$ cat config.mk
export PLATFORM = sky130hd
export DESIGN_NAME = seq_alu
export DESIGN_NICKNAME = d
export VERILOG_FILES = /design/src/rtl/seq_alu.sv
export SDC_FILE = /design/constraint.sdc
export NUM_CORES = 1
export LEC_CHECK = 0
export ABC_AREA = 1
export CORE_MARGIN = 3
export CORE_UTILIZATION = 25
export CTS_CLUSTER_DIAMETER = 200
export CTS_CLUSTER_SIZE = 20
export DETAILED_ROUTE_END_ITERATION = 6
export PLACE_DENSITY_LB_ADDON = 0.3
export SLEW_MARGIN = 10
export SYNTH_ARGS = -nofsm -noshare
export SYNTH_HDL_FRONTEND = slang
export SYNTH_SLANG_ARGS = --single-unit
$ cat constraint.sdc
create_clock -name clk -period 4.6 [get_ports clk]
set_input_delay 1.15 -clock clk [delete_from_list [all_inputs] [get_ports clk]]
set_output_delay 1.15 -clock clk [all_outputs]
set_load 0.005 [all_outputs]
$ cat src/rtl/seq_alu.sv
// Multi-cycle ALU: one-cycle logic/arith ops plus iterative unsigned multiply and divide.
// Define SEQ_ALU_DIV_EN to compile in the DIVU/REMU datapath; otherwise those opcodes complete as illegal.
module seq_alu #(
  parameter int WIDTH = 32
) (
  input  logic             clk,
  input  logic             rst_n,
  input  logic             start,
  input  logic [3:0]       alu_cnt,
  input  logic [WIDTH-1:0] src_a,
  input  logic [WIDTH-1:0] src_b,
  output logic             busy,
  output logic             done,
  output logic [WIDTH-1:0] alu_result,
  output logic             zero,
  output logic             illegal,
  output logic             div_zero
);

  localparam int CW = $clog2(WIDTH) + 1;

  localparam logic [3:0] OP_AND   = 4'b0000;
  localparam logic [3:0] OP_OR    = 4'b0001;
  localparam logic [3:0] OP_ADD   = 4'b0010;
  localparam logic [3:0] OP_SUB   = 4'b0110;
  localparam logic [3:0] OP_SLT   = 4'b0111;
  localparam logic [3:0] OP_MUL   = 4'b1000;
  localparam logic [3:0] OP_MULHU = 4'b1001;
`ifdef SEQ_ALU_DIV_EN
  localparam logic [3:0] OP_DIVU  = 4'b1010;
  localparam logic [3:0] OP_REMU  = 4'b1011;
`endif

  typedef enum logic [1:0] {
    IDLE,
    MUL,
    DIV
  } state_e;

  state_e             state_q;
  logic [CW-1:0]      cnt_q;
  logic [2*WIDTH-1:0] acc_q;
  logic [WIDTH-1:0]   opnd_q;
  logic               sel_q;
  logic               busy_q;
  logic               done_q;
  logic [WIDTH-1:0]   result_q;
  logic               zero_q;
  logic               illegal_q;
  logic               divz_q;

  logic [WIDTH-1:0]   simple_res;
  logic               simple_ill;
  logic               is_mul;
  logic [WIDTH:0]     mul_sum;
  logic [2*WIDTH-1:0] mul_next;
  logic [2*WIDTH-1:0] step_next;
  logic [WIDTH-1:0]   step_res;

  assign is_mul = (alu_cnt == OP_MUL) || (alu_cnt == OP_MULHU);

  always_comb begin
    simple_res = '0;
    simple_ill = 1'b0;
    case (alu_cnt)
      OP_AND:  simple_res = src_a & src_b;
      OP_OR:   simple_res = src_a | src_b;
      OP_ADD:  simple_res = src_a + src_b;
      OP_SUB:  simple_res = src_a - src_b;
      OP_SLT:  simple_res = {{(WIDTH-1){1'b0}}, ($signed(src_a) < $signed(src_b))};
      default: simple_ill = 1'b1;
    endcase
  end

  // acc_q holds {partial product high, remaining multiplier bits}; shift right each step
  always_comb begin
    mul_sum  = {1'b0, acc_q[2*WIDTH-1:WIDTH]} + (acc_q[0] ? {1'b0, opnd_q} : {(WIDTH+1){1'b0}});
    mul_next = {mul_sum, acc_q[WIDTH-1:1]};
  end

`ifdef SEQ_ALU_DIV_EN
  logic           is_div;
  logic [WIDTH:0] div_shift;
  logic [WIDTH:0] div_trial;
  logic [2*WIDTH-1:0] div_next;

  assign is_div = (alu_cnt == OP_DIVU) || (alu_cnt == OP_REMU);

  // acc_q holds {remainder, dividend/quotient}; a zero divisor naturally yields all-ones and src_a
  always_comb begin
    div_shift = {acc_q[2*WIDTH-1:WIDTH], acc_q[WIDTH-1]};
    div_trial = div_shift - {1'b0, opnd_q};
    if (!div_trial[WIDTH]) begin
      div_next = {div_trial[WIDTH-1:0], acc_q[WIDTH-2:0], 1'b1};
    end else begin
      div_next = {div_shift[WIDTH-1:0], acc_q[WIDTH-2:0], 1'b0};
    end
  end

  always_comb begin
    step_next = (state_q == DIV) ? div_next : mul_next;
  end
`else
  always_comb begin
    step_next = mul_next;
  end
`endif

  // High half serves MULHU and REMU, low half MUL and DIVU
  assign step_res = sel_q ? step_next[2*WIDTH-1:WIDTH] : step_next[WIDTH-1:0];

  always_ff @(posedge clk or negedge rst_n) begin
    if (!rst_n) begin
      state_q   <= IDLE;
      cnt_q     <= '0;
      acc_q     <= '0;
      opnd_q    <= '0;
      sel_q     <= 1'b0;
      busy_q    <= 1'b0;
      done_q    <= 1'b0;
      result_q  <= '0;
      zero_q    <= 1'b1;
      illegal_q <= 1'b0;
      divz_q    <= 1'b0;
    end else begin
      done_q <= 1'b0;
      case (state_q)
        IDLE: begin
          if (start) begin
            sel_q <= alu_cnt[0];
            cnt_q <= CW'(WIDTH - 1);
            if (is_mul) begin
              state_q <= MUL;
              busy_q  <= 1'b1;
              acc_q   <= {{WIDTH{1'b0}}, src_b};
              opnd_q  <= src_a;
            end
`ifdef SEQ_ALU_DIV_EN
            else if (is_div) begin
              state_q <= DIV;
              busy_q  <= 1'b1;
              acc_q   <= {{WIDTH{1'b0}}, src_a};
              opnd_q  <= src_b;
            end
`endif
            else begin
              result_q  <= simple_res;
              zero_q    <= (simple_res == '0);
              illegal_q <= simple_ill;
              divz_q    <= 1'b0;
              done_q    <= 1'b1;
            end
          end
        end
        MUL, DIV: begin
          acc_q <= step_next;
          cnt_q <= cnt_q - 1'b1;
          if (cnt_q == '0) begin
            state_q   <= IDLE;
            busy_q    <= 1'b0;
            done_q    <= 1'b1;
            result_q  <= step_res;
            zero_q    <= (step_res == '0);
            illegal_q <= 1'b0;
            divz_q    <= (state_q == DIV) && (opnd_q == '0);
          end
        end
        default: state_q <= IDLE;
      endcase
    end
  end

  assign busy       = busy_q;
  assign done       = done_q;
  assign alu_result = result_q;
  assign zero       = zero_q;
  assign illegal    = illegal_q;
  assign div_zero   = divz_q;

endmodule

**Run 1: cell outlines without signal wires**

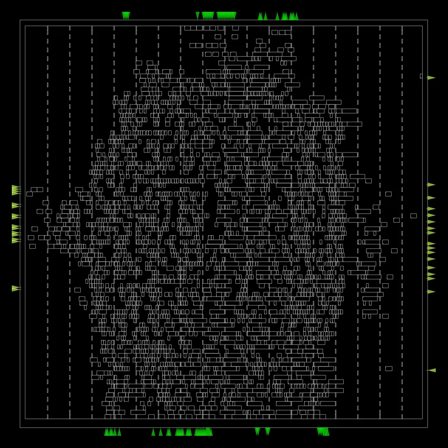
Final Core Density: 0.2982
Well Taps: 782
flop count: 139
Core Rows: 90

**Run 1: M3 wires**

(1.5 px per µm)
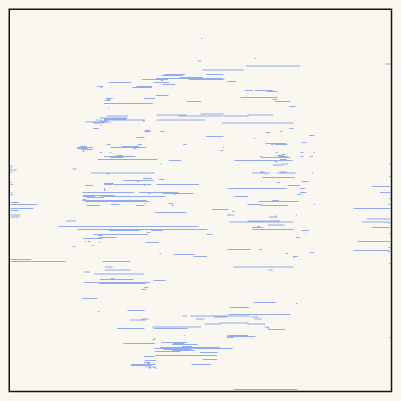
longest straight run: 92.9 µm
wire length on this layer: 3310 µm
final WL: 62460 µm
M3 GR Usage: 0.02241
DR vias: 16.46k

==> impl_metrics.json, run 1 <==
{
  "synth_area_per_cell_um2": 5.958,
  "dp_cells": 3448,
  "crit_path_start": "src_b[0]",
  "grt_max_degree": 68,
  "track_usage": 0.1928,
  "worstSetupPathDepth": 23,
  "top_register": "acc_q",
  "rr_worst_depth": 24,
  "min_to": "alu_result[8]",
  "fin_tns_setup_ps": 0,
  "synth.net_count": 2786,
  "maxCapViolations": 0,
  "slew_violations": 0,
  "path_max_fanout": 4,
  "synthTopLogicFamily": "simple AND/OR/NAND/NOR gates",
  "die_w_um": 253.9,
  "ios": 108,
  "grt_pass1_wl_um": 94630,
  "hold_buffers": 0,
  "status": "finished clean",
  "cp_common_cell": "nand2_1",
  "wire_per_inst_um": 17.95,
  "p_clk_w": 0.00150,
  "pwr-share-seq": 0.275,
  "min_period_over_period": 0.8780,
  "finalNetCount": 2892,
  "clkbuf_count": 17,
  "timing_worst_setup_path_type": "primary input to flip-flop",
  "ir_drop_mv": 0.2896,
  "dp_hpwl_um": 52090,
  "xor_area_frac": 0.005700,
  "fill_cells": 6825,
  "place_ws_ps": 142.1,
  "yosys_area_mm2": 0.01536,
  "grt_pass1_vias": 15900,
  "antenna_found_initial": 0,
  "num-nonclk-inverters": 484,
  "cts.sinks": 139,
  "drc": 0,
  "yosys_warnings": 0,
  "hold_path.class": "flip-flop to flip-flop",
  "grt_use_met2": 0.3197,
  "max_freq_mhz": 247.6,
  "endpoint": "zero",
  "htreeDepth": 4,
  "netSwitchingPower_w": 0.003613,
  "numCtsBuffers": 17,
  "slew_headroom": 0.3733,
  "hp-start": "alu_result[8]"
}
**Run 1: placement by cell class**

(1 px per µm)
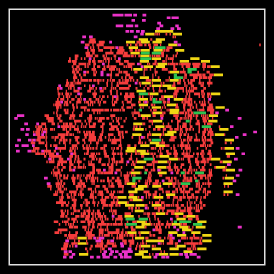
| colour | class | cells |
|---|---|---|
| green | clock drivers and dummy loads | 32 |
| red | remaining logic cells | 2357 |
| magenta | remaining buffers and delay cells | 170 |
| yellow | registers | 139 |
CORE AREA: 0.06058 mm²
Layout Cell Area excl Fill: 0.01806 mm²
flop share of the area: 0.1927

**Run 1: wiring by layer**

(1.5 px per µm) Only two layers are drawn.
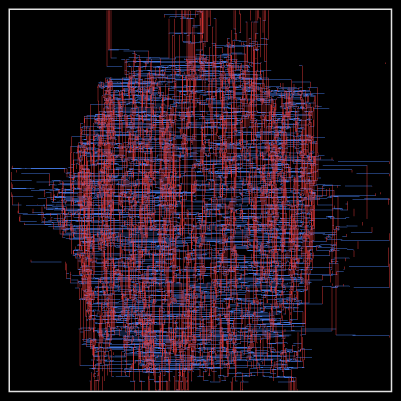

==> run 2, diff against run 1 <==
Settings changed: PLACE_DENSITY_LB_ADDON 0.3 to default.
**Run 2: wiring by layer**

(1.5 px per µm) Only two layers are drawn.
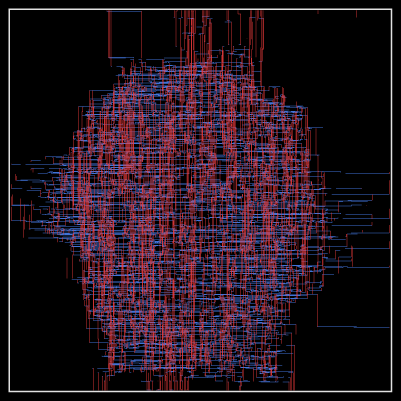
| colour | layer | wire length |
|---|---|---|
| blue | M1 | 27.5 mm |
| red | M2 | 28.3 mm |
DR vias: 16.58k
total track usage: 0.1896
final WL: 61640 µm
WL/cell: 17.80 µm

==> run 2 against run 1 <==
  * Via count up 0.71%
  * Synthesized area unchanged
  * Combinational power about the same
  * Highest routed layer unchanged
==> impl_metrics.json, run 2 <==
{
  "status": "finished clean",
  "nWellTaps": 782,
  "num-nonclk-inverters": 484,
  "fin_tns_setup_ps": 0,
  "hold_path.class": "flip-flop to flip-flop",
  "top_register": "acc_q",
  "antenna_found_initial": 0,
  "yosys_warnings": 0,
  "grt_pass1_vias": 15860,
  "synth_area_per_cell_um2": 5.958,
  "synthTopLogicFamily": "simple AND/OR/NAND/NOR gates",
  "ios": 108,
  "worstSetupPathDepth": 23,
  "final_util": 0.2955,
  "ir_drop_mv": 0.3343,
  "slew_headroom": 0.3860,
  "hold_buffers": 0,
  "htreeDepth": 4,
  "num_rows": 90,
  "grt_use_met2": 0.3137,
  "cp_common_cell": "nand2_1",
  "hp-start": "opnd_q[16]",
  "netSwitchingPower_w": 0.003548,
  "endpoint": "zero",
  "drc": 0,
  "yosys_area_mm2": 0.01536,
  "dp_cells": 3430,
  "grt_pass1_wl_um": 93260,
  "cts.sinks": 139,
  "timing_worst_setup_path_type": "primary input to flip-flop",
  "slew_violations": 0,
  "min_period_over_period": 0.8584,
  "pwr-share-seq": 0.276,
  "final_area_mm2": 0.01790,
  "xor_area_frac": 0.005700,
  "grt_max_degree": 92,
  "finalNetCount": 2874,
  "rr_worst_depth": 24,
  "clkbuf_count": 22,
  "die_w_um": 253.9,
  "n_sequential_cell": 139,
  "min_to": "opnd_q[16]",
  "path_max_fanout": 4,
  "fp.coreArea_mm2": 0.06058
}
**Run 2: M3 wires**

(1.5 px per µm)
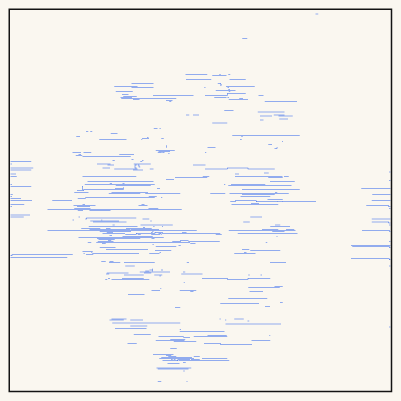

==> run 3, diff against run 2 <==
Settings changed: CORE_MARGIN 3 to 1.
**Run 3: M3 wires**

(1.5 px per µm)
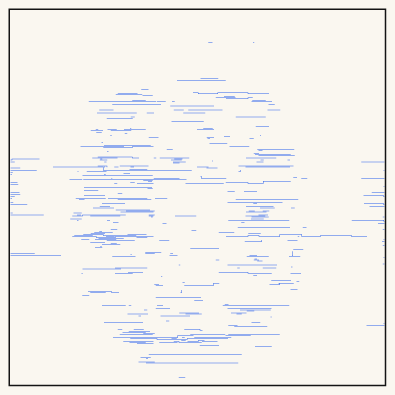
nets with wire on the layer: 244
main direction: horizontal
M3 GR Usage: 0.02639
DR vias: 16.68k
final WL: 60940 µm

==> run 3 against run 2 <==
  * Final area grew 0.40%
  * Fmax shrank 3.3%
  * Count of clock-buffer cells in the layout shrank 3
  * Final cell count grew 0.14%
  * Largest power group unchanged
==> impl_metrics.json, run 3 <==
{
  "fin_tns_setup_ps": 0,
  "yosys_warnings": 0,
  "antenna_found_initial": 1,
  "fp.coreArea_mm2": 0.06058,
  "clkbuf_count": 19,
  "final_area_mm2": 0.01798,
  "cp_common_cell": "nand2_1",
  "status": "finished clean",
  "path_max_fanout": 8,
  "num_rows": 90,
  "timing_worst_setup_path_type": "primary input to flip-flop",
  "n_sequential_cell": 139,
  "synthTopLogicFamily": "simple AND/OR/NAND/NOR gates",
  "grt_use_met2": 0.3230,
  "netSwitchingPower_w": 0.003559,
  "hold_path.class": "flip-flop to flip-flop",
  "hold_buffers": 0,
  "drc": 0,
  "dp_cells": 3435,
  "nWellTaps": 782,
  "slew_headroom": 0.4122,
  "grt_pass1_vias": 15960,
  "wire_per_inst_um": 17.58,
  "track_usage": 0.1939,
  "finalNetCount": 2879,
  "worstSetupPathDepth": 23,
  "grt_max_degree": 75,
  "num-nonclk-inverters": 484
}
Power is estimated from default activity; no workload was simulated.
